### Met2 routing

Drawn at 4 px/um.
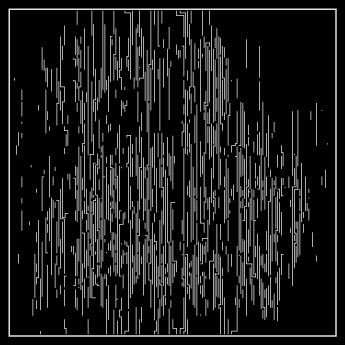
### Cells by drive strength

Drawn at 6 px/um.
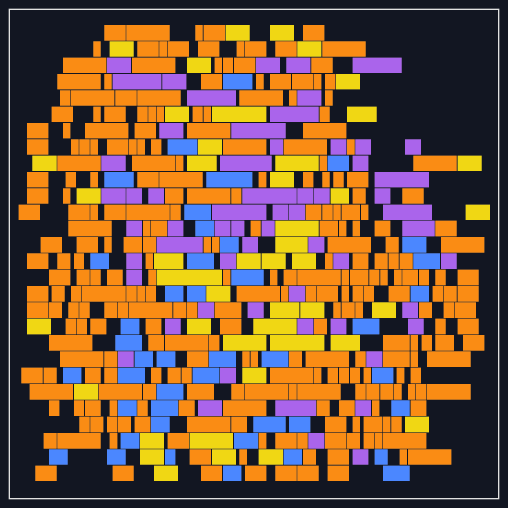
### Close-up of the layout

Window x 28 to 53, y 28 to 53 um. Cells in gray, sequential cells in the stronger gray; small squares are vias.
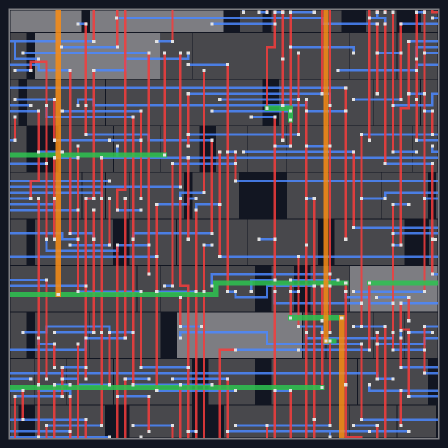
### Track usage over the die

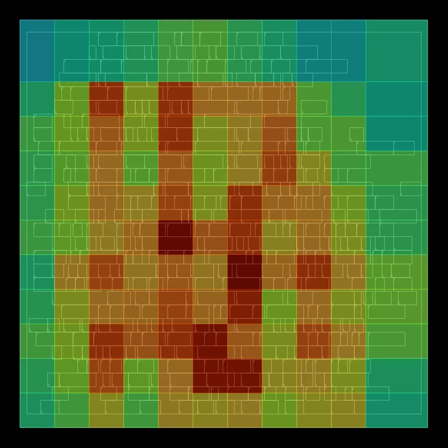
### Sequential cells grouped by signal name

Drawn at 4 px/um.
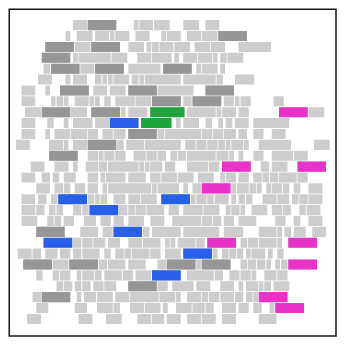
==> config.mk <==
export PLATFORM = sky130hd
export DESIGN_NAME = mem_copy_engine_flat
export DESIGN_NICKNAME = d
export VERILOG_FILES = /design/src/rtl/mem_copy_engine_if.sv /design/src/rtl/mem_copy_engine.sv /design/src/flat_wrapper.sv
export SDC_FILE = /design/constraint.sdc
export NUM_CORES = 1
export LEC_CHECK = 0
export CAP_MARGIN = 30
export CORE_UTILIZATION = 40
export CTS_CLUSTER_SIZE = 25
export DETAILED_ROUTE_END_ITERATION = 8
export PLACE_DENSITY = 0.74
export SYNTH_ARGS = -nofsm -noshare
export SYNTH_HDL_FRONTEND = slang
export SYNTH_SLANG_ARGS = --single-unit
==> constraint.sdc <==
create_clock -name Clk -period 1.68 [get_ports Clk]
set_input_delay 0.336 -clock Clk [delete_from_list [all_inputs] [get_ports Clk]]
set_output_delay 0.336 -clock Clk [all_outputs]
set_load 0.02 [all_outputs]
==> reports/metrics.yaml <==
min_path_type: "reg -> reg"
cts.sink_count: 44
rows: 28
maxCapViolations: 0
worst_slew_pin_slew_ps: 448.8
syn_to_final_growth_pct: 67.13
synth.distinct_cells: 43
p_total_mw: 6.728
reg2regPathDepth: 8
path_cells: "buf_6 -> ha_4 -> buf_6 -> a22oi_2 -> nor2b_2 -> buf_6"
r2r_setup_slack_ps: -90
met1_length_um: 3519
path_class: "reg -> out"
cts_resized: 112
track_usage: 0.2333
netlist_area_mm2: 0.002516
firstDrtPassIters: 4
final_cells: 502
syn_nets: 379
cts_hold_buf: 0
place.gp.congestion: 0.9017
grt_antenna_before_repair: 0
dr.max_layer_used: "met4"
fp.dieW_um: 81.31
top_cell: "dfxtp_1"
crit_family: "buffers and inverters"
drive_gt1_frac: 0.3443
portBuffers: 63
endpoint_kind: "output port"
fp_util: 0.4200
drc_errors: 0
ios: 64
core_mm2: 0.005991
mostFrequentLayoutCell: "clkdlybuf4s50_1"
die_y_um: 81.31
setup_viol_count_final: 17
synth-compound-area-share: 0.2337
wl_met3_um: 442
avgSynthCellArea_um2: 7.718
largest_reg_flops: 9
critical_path_arrival_ps: 1460
grt_max_degree: 28
wl_met2_um: 4191
hold_violations: 0
edf_count: 0
status: "complete, but fails checks"
synth_flops: 44
mux_area_frac: 0.08553
dr.first_iter.drc_count: 146
synth-main-ff-cell: "dfxtp_1"
yosys-top-cells-area: "dfxtp_1, mux2i_1, a21oi_1"
slew_headroom: 0.6999
fin_crit_ps: 1797
yosys_warnings: 0
cp.required_ps: 1340
violations: "negative setup slack"
cts-htree-levels: 2
avgViaCountPerCell: 5.679
synth_simple_gate_area_share: 0.2402
vias: 2851
finalClockPeriodUsage: 1.070
chip_area_mm2: 0.006611
cp_num_cells: 6
fin_tns_setup_ps: -1098
fin_area_mm2: 0.004205
peakVddDrop_v: 0.0008599
worst_setup_path_start_kind: "register"
worst_slack_ps: -116.9
grt_pass1_wl_um: 11890
cpMostUsedCell: "buf_6"
yosysTopAreaCellShare: 0.3501
worst_path_max_delay_cell: "dfxtp_2"
power.leakage_nw: 1.543
warnings: 33
whs_path_depth: 2
rsz0062_at_grt: "yes"
yosysTopAreaCell: "dfxtp_1"
cts_inserted_buffers: 5
## Picture notes: 'Met2 routing'
nets with wire on the layer	403
share of all routed wire	51%
main direction	vertical
wire length on this layer	4190 um
longest straight run	38.1 um
met2 GRT Util: 0.4000
Post-Route WL: 8242 um

## Picture notes: 'Cells by drive strength'
size	color	cells	share	most used
_2 cells	blue	43	10%	a22oi_2
_6 and larger	yellow	44	10%	buf_6
_3 and _4 cells	purple	60	14%	buf_4
_0 and _1 cells	orange	280	66%	clkdlybuf4s50_1
Buffers excl. clock: 116
min setup slack post-route: -116.9 ps

## Picture notes: 'Close-up of the layout'
layer	color
metal 2	red
metal 1	blue
metal 3	green
metal 4	orange
cells with their middle in the window	54
sequential cells in the window	3
most frequent	buf_4 (12), buf_6 (6)

## Picture notes: 'Track usage over the die'
Global Route met3 Usage: 0.04831
met1 Track Usage GR: 0.2898
GR peak layer: met2
Final Util: 0.7020

## Picture notes: 'Sequential cells grouped by signal name'
signal	color	sequential cells
`u_core.cnt`	magenta	9
`u_core.state`	green	2
`u_core.src_ptr`	blue	8
not colored	25
flip-flop and latch power: 1.69 mW
FF/Latch Area: 885.9 um2
Seq area share: 0.2107

[area by class of cell]
| cell class | count | area, um2 |
|---|---|---|
| multi-input cells | 251 | 1881 |
| fillers | 432 | 1785 |
| repair buffers | 116 | 1192 |
| flip-flops and latches | 44 | 885.9 |
| well taps | 75 | 93.84 |
| clock buffers | 5 | 68.82 |
| clock inverters | 3 | 46.29 |
| inverters | 8 | 37.54 |
[power by group]
| group | internal, mW | switching, mW | leakage [nW] |
|---|---|---|---|
| clock network | 0.449 | 0.427 | 0.0548 |
| logic | 2.10 | 2.06 | 1.13 |
| registers | 1.37 | 0.320 | 0.362 |
| total | 3.92 | 2.81 | 1.54 |
[logic make-up after synthesis]
family          count (synthesis)
flops                          44
buf+inv                        32
compound gates                 95
simple gates                  126
mux                            21
fa+ha+maj                       8
No activity file was given, so power comes from the tool's default toggle rates.
